--- src/rtl/regfile_write_ctrl.sv ---
// Write-port controller for the 8 x 8-bit register file: sequenced init (reg k <= k),
// then fixed-priority writeback/debug sharing with a debug starvation guard.
module regfile_write_ctrl #(
  parameter int DATA_W       = 8,
  parameter int ADDR_W       = 3,
  parameter int NUM_REGS     = 8,
  parameter int STARVE_LIMIT = 4
) (
  input  logic              clk,
  input  logic              Reset,
  input  logic              soft_init,
  input  logic              wb_req,
  input  logic [ADDR_W-1:0] wb_addr,
  input  logic [DATA_W-1:0] wb_data,
  output logic              wb_gnt,
  output logic              wb_stall,
  input  logic              dbg_req,
  input  logic [ADDR_W-1:0] dbg_addr,
  input  logic [DATA_W-1:0] dbg_data,
  output logic              dbg_gnt,
  output logic              init_busy,
  output logic              RegWrite,
  output logic [ADDR_W-1:0] Write_reg_num,
  output logic [DATA_W-1:0] Write_data
);

  localparam int SW = 4;

  typedef enum logic {INIT, RUN} state_t;

  typedef struct packed {
    logic [ADDR_W-1:0] addr;
    logic [DATA_W-1:0] data;
  } wr_t;

  state_t            state_q, state_d;
  logic [ADDR_W-1:0] init_cnt_q, init_cnt_d;
  logic [SW-1:0]     starve_q, starve_d;
  logic              busy_d, we_d;
  wr_t               wr_d;

  always_ff @(posedge clk or posedge Reset) begin
    if (Reset) begin
      state_q       <= INIT;
      init_cnt_q    <= '0;
      starve_q      <= '0;
      init_busy     <= 1'b1;
      RegWrite      <= 1'b0;
      Write_reg_num <= '0;
      Write_data    <= '0;
    end else begin
      state_q       <= state_d;
      init_cnt_q    <= init_cnt_d;
      starve_q      <= starve_d;
      init_busy     <= busy_d;
      RegWrite      <= we_d;
      Write_reg_num <= wr_d.addr;
      Write_data    <= wr_d.data;
    end
  end

  always_comb begin
    state_d    = state_q;
    init_cnt_d = init_cnt_q;
    starve_d   = starve_q;
    busy_d     = init_busy;
    we_d       = 1'b0;
    wr_d       = '{addr: Write_reg_num, data: Write_data};
    wb_gnt     = 1'b0;
    dbg_gnt    = 1'b0;
    case (state_q)
      INIT: begin
        we_d       = 1'b1;
        wr_d       = '{addr: init_cnt_q, data: {{(DATA_W-ADDR_W){1'b0}}, init_cnt_q}};
        init_cnt_d = init_cnt_q + 1'b1;
        if (init_cnt_q == ADDR_W'(NUM_REGS-1)) begin
          state_d = RUN;
          busy_d  = 1'b0;
        end
      end
      RUN: begin
        if (soft_init) begin
          // Restart takes the whole cycle: no grant, strobe drops, writes resume next edge.
          state_d    = INIT;
          init_cnt_d = '0;
          busy_d     = 1'b1;
          starve_d   = '0;
        end else begin
          dbg_gnt = dbg_req && (!wb_req || starve_q >= SW'(STARVE_LIMIT));
          wb_gnt  = wb_req && !dbg_gnt;
          if (dbg_gnt) begin
            we_d = 1'b1;
            wr_d = '{addr: dbg_addr, data: dbg_data};
          end else if (wb_gnt) begin
            we_d = 1'b1;
            wr_d = '{addr: wb_addr, data: wb_data};
          end
          if (dbg_gnt || !dbg_req)            starve_d = '0;
          else if (starve_q < SW'(STARVE_LIMIT)) starve_d = starve_q + 1'b1;
        end
      end
      default: state_d = INIT;
    endcase
  end

  assign wb_stall = wb_req && !wb_gnt;

endmodule

--- config.mk ---
export PLATFORM = sky130hd
export DESIGN_NAME = regfile_write_ctrl
export DESIGN_NICKNAME = d
export VERILOG_FILES = /design/src/rtl/regfile_write_ctrl.sv
export SDC_FILE = /design/constraint.sdc
export NUM_CORES = 1
export LEC_CHECK = 0
export CORE_ASPECT_RATIO = 0.75
export CORE_UTILIZATION = 38
export DETAILED_ROUTE_END_ITERATION = 7
export PLACE_DENSITY = 0.84
export RECOVER_POWER = 100
export SKIP_LAST_GASP = 1
export SLEW_MARGIN = 15
export SYNTH_ARGS = -nofsm -noshare
export SYNTH_HDL_FRONTEND = slang
export SYNTH_SLANG_ARGS = --single-unit
--- constraint.sdc ---
create_clock -name clk -period 1.3 [get_ports clk]
set_input_delay 0.39 -clock clk [delete_from_list [all_inputs] [get_ports clk]]
set_output_delay 0.39 -clock clk [all_outputs]
set_load 0.01 [all_outputs]
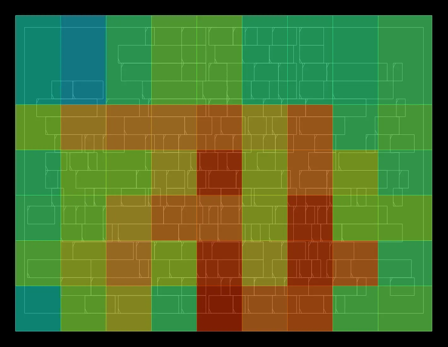
**Above:** run 1 (routing congestion map).
fin util: 65.9%
GRT busiest layer: met2
GRT Util Overall: 22.5%
drt wl/cell: 15.6 um
grt met3 use: 5.24%

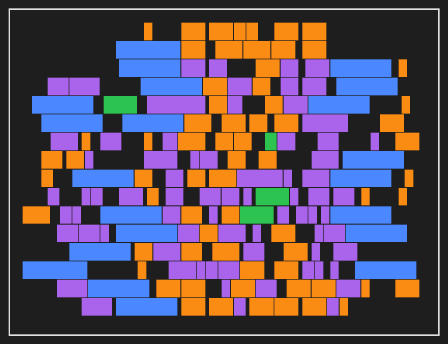
**Above:** run 1 (placement by cell class).
Orange is other buffers and delay cells, cells 67, share of their area 33%. Purple is all other logic, cells 73, share of their area 34%. Blue is flip-flops, cells 21, share of their area 31%. Green is clock drivers and dummy loads, cells 4, share of their area 2.7%.

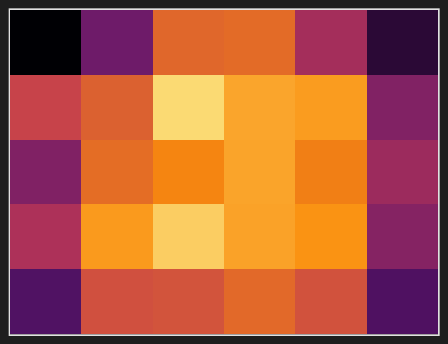
**Above:** run 1 (cell density map).
The die is cut into 6 by 5 equal tiles; black is low, pale yellow is high, 0 to 100% covered.
27% of the tiles are over 75% full. The mean over all tiles is 56%. The densest ninth of the die: centre. The emptiest ninth of the die: north-west. The fullest tile reaches 92%. 3.3% of the tiles are nearly empty.

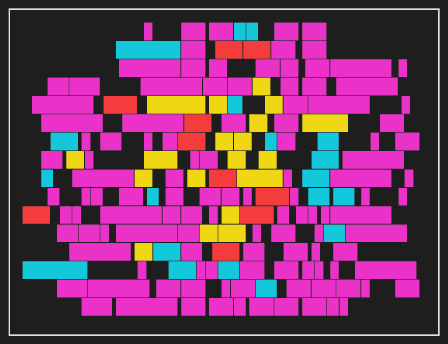
**Above:** run 1 (drive-strength map).
Yellow is drive 3 to 4, cells 19. Cyan is drive 2, cells 19. Magenta is drive 1 or less, cells 117. Red is drive 6 and up, cells 10.

==> results.py, run 1 <==
# Auto-generated metrics
metrics = {
    "place": {
        "io_buffers": 42,
        "gp_congestion": 0.796,
        "placed_cell_area_mm2": 0.00166,
        "pre_cts_ws_ns": -0.902,
        "dpl.hpwl_um": 2210,
        "placed_cells": 190,
    },
    "power_and_ir_drop": {
        "netSwitchingPower_w": 0.000989,
        "p_per_area_mw_per_mm2": 1600,
        "switching_share_pct": 35.5,
        "p_seq_share_pct": 37.8,
        "leakage_nw": 0.751,
        "power_w": 0.00279,
        "comb_cell_power_w": 0.00130,
        "p_comb_share_pct": 46.8,
        "seq_power_w": 0.00105,
        "p_int_w": 0.00180,
        "top_power_group": "combinational cells",
        "ir_drop_uv": 1060,
        "p_clk_w": 0.000428,
    },
    "worst_setup_path": {
        "cp_max_fo": 2,
        "regToRegEndpoint": "Write_data[7]",
        "r2r_start": "starve_q[2]",
        "slowest_stage": "dfrtp_2",
        "cp-start-kind": "flip-flop",
        "startpoint": "starve_q[2]",
        "regToRegSetupSlack_ns": -0.27,
        "max_stage_delay_ns": 0.42,
        "path_cells": "buf_6, nor3b_4, nor3b_4, buf_2",
        "crit_buf_inv": 2,
        "endpoint_kind": "output pin",
        "arrival_ns": 1.26,
        "crit_cells": 4,
        "required_ns": 0.91,
        "cp-endpoint": "dbg_gnt",
        "critPathTopFamily": "flip-flops",
        "cp_common_cell": "nor3b_4",
    },
    "global_route": {
        "grt-ovfl-total": 0,
        "antenna_found_initial": 0,
        "grt_pass1_wl_um": 4930,
        "use_met1_pct": 27.2,
        "grtUsageMet2_pct": 41.9,
        "grt_max_degree": 23,
    },
    "final_layout": {
        "final_cell_area_mm2": 0.00174,
        "n_all_inverters": 4,
        "layout.cells.non_filler": 201,
        "comb_area_share_pct": 31.9,
        "top_regs": "Write_data (8), starve_q (4)",
        "syn_to_final_growth_pct": 62.0,
        "register_area_um2": 528,
        "logic_gate_count": 69,
        "area_share_nonclk_buffers_pct": 31.7,
        "largest_class": "multi-input combinational cells",
        "layout_top_cell": "clkdlybuf4s50_1",
        "clockBufferCount": 3,
        "drive_above_1_share_pct": 29.1,
        "n_antenna_cell": 0,
        "final_net_count": 196,
        "fill_cells": 229,
        "largest_register_ffs": 8,
        "final_cell_mix": "22 x clkdlybuf4s50_1, 19 x dfrtp_1, 14 x buf_4",
        "clock_cell_area_share_pct": 2.66,
        "ff_count": 21,
        "largest-register": "Write_data",
        "logic_area_um2": 556,
        "seq_share_pct": 30.3,
    },
    "routing": {
        "drt_first_pass_iters": 4,
        "routed-via-count": 1045,
        "route.met2.wl_um": 1580,
        "topRoutingLayerUsed": "met4",
        "dr_wl_met3_um": 178,
        "wl_met1_um": 1340,
        "antenna_left": 0,
        "drt_drc_violations_left": 0,
        "viasPerCell": 5.20,
    },
    "clock_tree": {
        "clk_pin_slew_worst_paths_ns": 0.07,
        "clk_latency_ns": 0.26,
        "root_buffer": "clkbuf_8",
        "cts_buffers": 3,
        "cts_sinks": 21,
        "htreeDepth": 1,
        "post_cts_resize_count": 57,
        "post_cts_buffers": 7,
        "cts_tree": "done",
    },
    "logic_synthesis": {
        "synth_top_cell_by_count": "dfrtp_1",
        "aoi_share_pct": 22.7,
        "synthesis.area_mm2": 0.00107,
        "topCellsByArea": "dfrtp_1 47%, a221o_1 4.7%, o32a_2 4.2%",
        "ys.flops": 21,
        "synthMuxAreaShare_pct": 1.98,
        "edf_count": 0,
        "logic_family": "AND-OR/OR-AND gates",
        "ys_sh_simple_pct": 18.9,
        "synth-xor-area-share_pct": 0,
        "ys_top_cells_by_count": "20 x dfrtp_1, 8 x a21oi_1, 8 x nand2_1, 8 x nor2_1, 6 x nand3_1",
        "netlist_instances": 99,
        "ys_seq_share_pct": 49.0,
        "ys_chip_area_mm2": 0.00107,
        "fa_ha_area_share_pct": 3.49,
        "largest_area_cell": "dfrtp_1",
        "synth.distinct_cells": 28,
        "avgSynthCellArea_um2": 10.9,
        "async_flop_share_pct": 100,
        "yosys_warnings": 0,
        "synth_top_area_share_pct": 46.6,
    },
    "sta": {
        "finalSetupViolCount": 17,
        "maxSlewHeadroom_pct": 74.3,
        "tightestPinTransition_ns": 0.385,
        "holdWs_ns": 0.500,
        "report.final.slew_viol_count": 0,
        "period_used_pct": 127,
        "period_minus_slack_ns": 1.65,
        "fmax_ghz": 0.604,
        "finalSetupTns_ns": -3.68,
        "grt_setup_unrepaired": "true",
        "hold_violations": 0,
        "fin_skew_ns": 0.00580,
        "worst_slack_ns": -0.354,
    },
    "flow_run": {
        "drv_cap": 0,
        "warnings": 29,
    },
    "floorplanning": {
        "die_h_um": 48.1,
        "die-area_mm2": 0.00305,
        "die_w_um": 63.4,
        "core_area_mm2": 0.00264,
        "initCoreUtil_pct": 40.7,
        "ios": 43,
        "num_rows": 16,
        "taps": 36,
    },
    "hold_path": {
        "min_path_cells": 1,
        "min_to": "Write_data[0]",
        "hp-class": "flip-flop to flip-flop",
        "hold_start": "Write_data[0]",
    },
    "run_status": {
        "outcome": "complete, but fails checks",
        "violations": "setup timing",
    },
}
**Run 1: sequential cells coloured by netlist name**

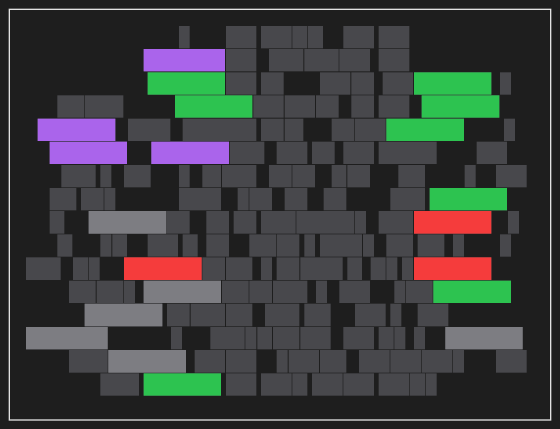

--- run 2 (diff from run 1) ---
CORE_ASPECT_RATIO = 1.75   (was 0.75)
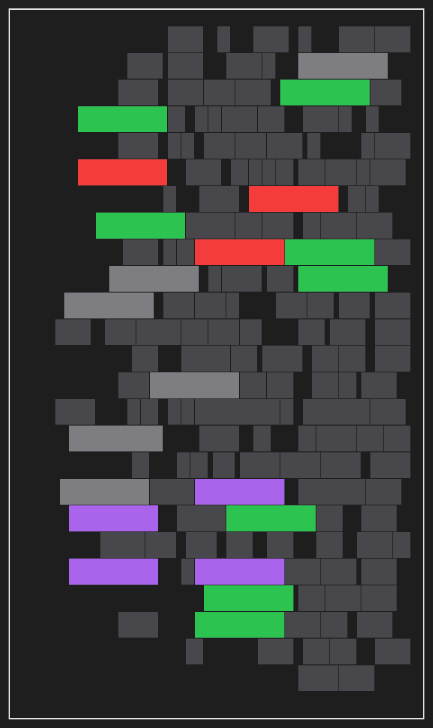
**Above:** run 2 (sequential cells coloured by netlist name).
Purple is starve_q, sequential cells 4. Red is Write_reg_num, sequential cells 3. Green is Write_data, sequential cells 8.
Another 6 sequential cells are not coloured.

==> run 2 against run 1 <==
Net effect:
- the flow still finishes with violations (setup timing)
- non-clock buffer count fell by 2
- sequential power about the same
- synthesized cell count unchanged
- combinational power grew 3%
- critical path type unchanged
- largest power group unchanged
==> results.py, run 2 <==
# Auto-generated metrics
metrics = {
    "run_status": {
        "outcome": "complete, but fails checks",
        "violations": "setup timing",
    },
    "global_route": {
        "track_usage_pct": 22.6,
        "antenna_found_initial": 0,
        "grtUsageMet2_pct": 40.2,
        "busiest_layer": "met2",
        "use_met1_pct": 24.1,
        "grt_pass1_wl_um": 5270,
        "grt-ovfl-total": 0,
        "grtUsageMet3_pct": 3.73,
        "grt_max_degree": 24,
    },
    "logic_synthesis": {
        "synth.distinct_cells": 28,
        "fa_ha_area_share_pct": 3.49,
        "ys.flops": 21,
        "ys_top_cells_by_count": "20 x dfrtp_1, 8 x a21oi_1, 8 x nand2_1, 8 x nor2_1, 6 x nand3_1",
        "ys_sh_simple_pct": 18.9,
        "edf_count": 0,
        "synthMuxAreaShare_pct": 1.98,
        "ys_seq_share_pct": 49.0,
        "largest_area_cell": "dfrtp_1",
        "avgSynthCellArea_um2": 10.9,
        "ys_chip_area_mm2": 0.00107,
        "topCellsByArea": "dfrtp_1 47%, a221o_1 4.7%, o32a_2 4.2%",
        "netlist_instances": 99,
        "async_flop_share_pct": 100,
        "logic_family": "AND-OR/OR-AND gates",
        "aoi_share_pct": 22.7,
        "synthesis.area_mm2": 0.00107,
        "synth_top_area_share_pct": 46.6,
        "yosys_warnings": 0,
        "synth_top_cell_by_count": "dfrtp_1",
        "synth-xor-area-share_pct": 0,
    },
    "sta": {
        "report.final.slew_viol_count": 0,
        "grt_setup_unrepaired": "true",
        "finalSetupViolCount": 16,
        "finalSetupTns_ns": -3.58,
        "period_used_pct": 128,
        "period_minus_slack_ns": 1.67,
        "holdWs_ns": 0.501,
        "fmax_ghz": 0.600,
        "fin_skew_ns": 0.00483,
        "hold_violations": 0,
        "maxSlewHeadroom_pct": 66.3,
        "worst_slack_ns": -0.366,
        "tightestPinTransition_ns": 0.506,
    },
    "final_layout": {
        "final_cell_area_mm2": 0.00174,
        "logic_gate_count": 69,
        "register_area_um2": 527,
        "seq_share_pct": 30.3,
        "final_net_count": 194,
        "clockBufferCount": 4,
        "drive_above_1_share_pct": 28.8,
        "n_all_inverters": 4,
        "fill_cells": 202,
        "layout_top_cell": "clkdlybuf4s50_1",
        "final_cell_mix": "22 x clkdlybuf4s50_1, 20 x dfrtp_1, 14 x buf_4",
        "layout.cells.non_filler": 190,
        "top_regs": "Write_data (8), starve_q (4)",
        "largest_class": "buffers",
        "ff_count": 21,
        "comb_area_share_pct": 31.8,
        "final_util_pct": 64.6,
        "clock_cell_area_share_pct": 2.59,
        "syn_to_final_growth_pct": 61.6,
        "logic_area_um2": 553,
        "largest_register_ffs": 8,
        "largest-register": "Write_data",
        "n_antenna_cell": 0,
    },
    "routing": {
        "viasPerCell": 5.89,
        "route.met2.wl_um": 1790,
        "wl_met1_um": 1170,
        "antenna_left": 0,
        "wl_per_cell_um": 17.3,
        "routed-via-count": 1120,
        "topRoutingLayerUsed": "met4",
        "drt_first_pass_iters": 5,
        "dr_wl_met3_um": 183,
        "drt_drc_violations_left": 0,
    },
    "worst_setup_path": {
        "cp_max_fo": 2,
        "endpoint_kind": "output pin",
        "regToRegEndpoint": "Write_data[6]",
        "required_ns": 0.91,
        "r2r_start": "starve_q[2]",
        "path_cells": "buf_6, nor3b_4, nor3b_4, buf_2",
        "cp-endpoint": "dbg_gnt",
        "crit_buf_inv": 2,
        "regToRegSetupSlack_ns": -0.27,
        "cp-start-kind": "flip-flop",
        "max_stage_delay_ns": 0.41,
        "critPathTopFamily": "flip-flops",
        "arrival_ns": 1.28,
        "startpoint": "starve_q[2]",
        "crit_cells": 4,
        "cp_common_cell": "nor3b_4",
        "slowest_stage": "dfrtp_1",
    },
    "flow_run": {
        "drv_cap": 0,
        "warnings": 29,
    },
    "hold_path": {
        "min_to": "Write_data[2]",
        "hold_start": "Write_data[2]",
        "min_path_cells": 1,
        "hp-class": "flip-flop to flip-flop",
    },
    "clock_tree": {
        "cts_buffers": 3,
        "post_cts_resize_count": 60,
        "cts_sinks": 21,
        "clk_latency_ns": 0.26,
        "htreeDepth": 1,
        "root_buffer": "clkbuf_8",
        "cts_tree": "done",
        "clk_pin_slew_worst_paths_ns": 0.07,
        "post_cts_buffers": 8,
    },
    "power_and_ir_drop": {
        "seq_power_w": 0.00104,
        "p_clk_w": 0.000413,
        "top_power_group": "combinational cells",
        "leakage_nw": 0.754,
        "netSwitchingPower_w": 0.000977,
        "comb_cell_power_w": 0.00134,
        "power_w": 0.00279,
        "p_comb_share_pct": 48.1,
        "p_int_w": 0.00182,
        "p_per_area_mw_per_mm2": 1610,
        "ir_drop_uv": 979,
        "switching_share_pct": 35.0,
        "p_seq_share_pct": 37.1,
    },
    "place": {
        "dpl.hpwl_um": 2320,
        "placed_cells": 177,
        "gp_congestion": 0.890,
        "io_buffers": 42,
        "placed_cell_area_mm2": 0.00163,
        "pre_cts_ws_ns": -0.858,
    },
    "floorplanning": {
        "die_h_um": 72.4,
        "die_w_um": 42.2,
        "initCoreUtil_pct": 40.0,
        "core_area_mm2": 0.00269,
        "taps": 27,
        "die-area_mm2": 0.00305,
        "num_rows": 25,
        "ios": 43,
    },
}
**Run 2: port wiring**

Bar = 10 um.
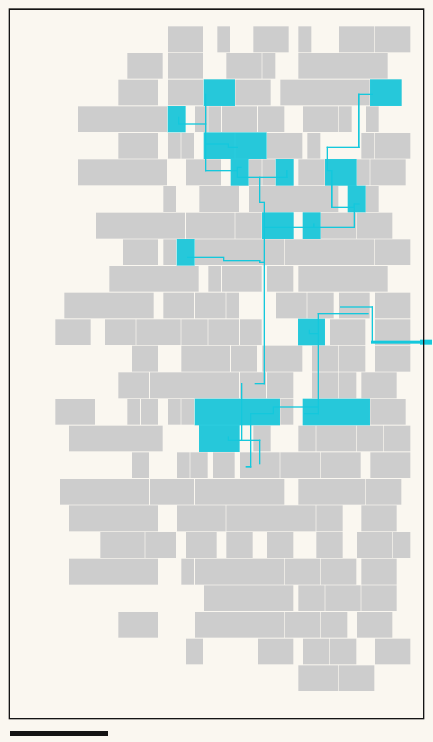

--- run 3 (diff from run 2) ---
--- a/config.mk
+++ b/config.mk
@@ -7,4 +7,5 @@
 export LEC_CHECK = 0
 export CORE_ASPECT_RATIO = 1.75
+export CORE_MARGIN = 2
 export CORE_UTILIZATION = 38
 export DETAILED_ROUTE_END_ITERATION = 7
==> constraint.sdc (replaced) <==
create_clock -name clk -period 1.3 [get_ports clk]
set_input_delay 0.195 -clock clk [delete_from_list [all_inputs] [get_ports clk]]
set_output_delay 0.195 -clock clk [all_outputs]
set_load 0.01 [all_outputs]
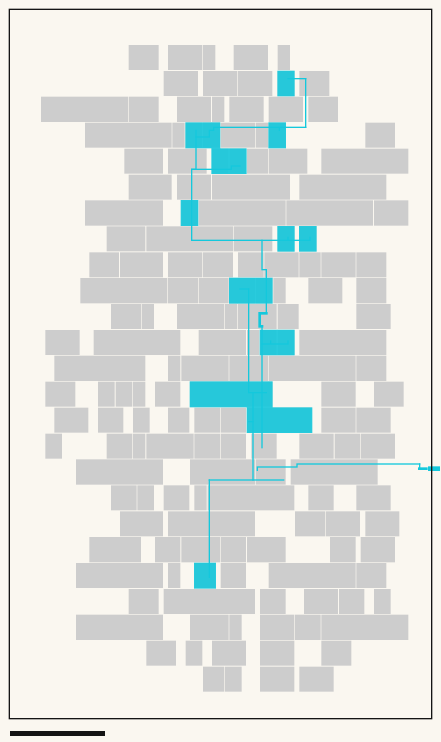
**Above:** run 3 (port wiring).
Bar = 10 um.
Cyan is dbg_req, direction input, edge east, end cells 16, buffers 2, wire 137 um.

==> run 3 against run 2 <==
Net effect:
- the run still ends with setup timing left
- global-route usage fell by 1.4 points
- setup slack better by 0.14 ns
- final area increased by 1.0%
- critical path type is now flip-flop to flip-flop
- largest cell class is now multi-input combinational cells
- largest power group unchanged
- highest routed layer unchanged
==> results.py, run 3 <==
# Auto-generated metrics
metrics = {
    "worst_setup_path": {
        "r2r_start": "starve_q[3]",
        "regToRegEndpoint": "Write_data[1]",
        "cp-endpoint": "Write_data[1]",
        "endpoint_kind": "flip-flop",
        "required_ns": 1.44,
        "regToRegSetupSlack_ns": -0.22,
        "crit_buf_inv": 2,
        "max_stage_delay_ns": 0.43,
        "critPathTopFamily": "flip-flops",
        "crit_cells": 5,
        "path_cells": "buf_6, nor3b_4, buf_6, nor2_1, o32a_2",
    },
    "flow_run": {
        "drv_cap": 0,
        "warnings": 29,
    },
    "routing": {
        "viasPerCell": 5.77,
        "dr_wl_met3_um": 140,
        "wl_met1_um": 1240,
        "antenna_left": 0,
        "drt_drc_violations_left": 0,
        "topRoutingLayerUsed": "met4",
        "route.met2.wl_um": 1900,
        "routed-via-count": 1079,
    },
    "power_and_ir_drop": {
        "switching_share_pct": 34.7,
        "power_w": 0.00291,
        "comb_cell_power_w": 0.00145,
        "p_comb_share_pct": 50.0,
        "leakage_nw": 0.784,
        "p_int_w": 0.00190,
        "top_power_group": "combinational cells",
        "seq_power_w": 0.00103,
        "ir_drop_uv": 1240,
    },
    "final_layout": {
        "drive_above_1_share_pct": 26.9,
        "logic_gate_count": 69,
        "final_cell_area_mm2": 0.00175,
        "final_util_pct": 65.2,
        "final_net_count": 191,
        "n_antenna_cell": 0,
        "logic_area_um2": 584,
        "final_cell_mix": "24 x clkdlybuf4s50_1, 19 x dfrtp_1, 14 x dlygate4sd2_1",
        "clockBufferCount": 4,
        "largest_register_ffs": 8,
        "clock_cell_area_share_pct": 2.57,
        "ff_count": 21,
        "seq_share_pct": 30.1,
        "layout.cells.non_filler": 187,
    },
    "place": {
        "dpl.hpwl_um": 2250,
        "io_buffers": 42,
        "pre_cts_ws_ns": -0.573,
        "placed_cells": 176,
    },
    "sta": {
        "period_used_pct": 117,
        "tightestPinTransition_ns": 0.532,
        "finalSetupViolCount": 17,
        "grt_setup_unrepaired": "true",
        "finalSetupTns_ns": -2.81,
        "period_minus_slack_ns": 1.52,
        "hold_violations": 0,
        "holdWs_ns": 0.500,
        "worst_slack_ns": -0.222,
        "report.final.slew_viol_count": 0,
    },
    "floorplanning": {
        "ios": 43,
        "die_w_um": 44.2,
        "core_area_mm2": 0.00269,
        "die_h_um": 74.4,
        "num_rows": 25,
    },
    "clock_tree": {
        "root_buffer": "clkbuf_8",
        "htreeDepth": 1,
        "cts_sinks": 21,
        "post_cts_buffers": 7,
        "cts_buffers": 3,
        "cts_tree": "done",
        "clk_pin_slew_worst_paths_ns": 0.08,
    },
    "global_route": {
        "grtUsageMet2_pct": 40.5,
        "grtUsageMet3_pct": 3.40,
        "busiest_layer": "met2",
        "track_usage_pct": 21.2,
        "use_met1_pct": 23.2,
        "grt_max_degree": 23,
        "antenna_found_initial": 0,
    },
    "hold_path": {
        "min_to": "Write_reg_num[2]",
        "hp-class": "flip-flop to flip-flop",
        "min_path_cells": 1,
        "hold_start": "Write_reg_num[2]",
    },
    "logic_synthesis": {
        "async_flop_share_pct": 100,
        "synthMuxAreaShare_pct": 1.98,
        "ys_top_cells_by_count": "20 x dfrtp_1, 8 x a21oi_1, 8 x nand2_1, 8 x nor2_1, 6 x nand3_1",
        "synth-xor-area-share_pct": 0,
        "yosys_warnings": 0,
        "ys_chip_area_mm2": 0.00107,
        "aoi_share_pct": 22.7,
        "logic_family": "AND-OR/OR-AND gates",
        "edf_count": 0,
        "netlist_instances": 99,
        "fa_ha_area_share_pct": 3.49,
    },
    "run_status": {
        "violations": "setup timing",
        "outcome": "complete, but fails checks",
    },
}
Power and IR drop assume default switching activity.
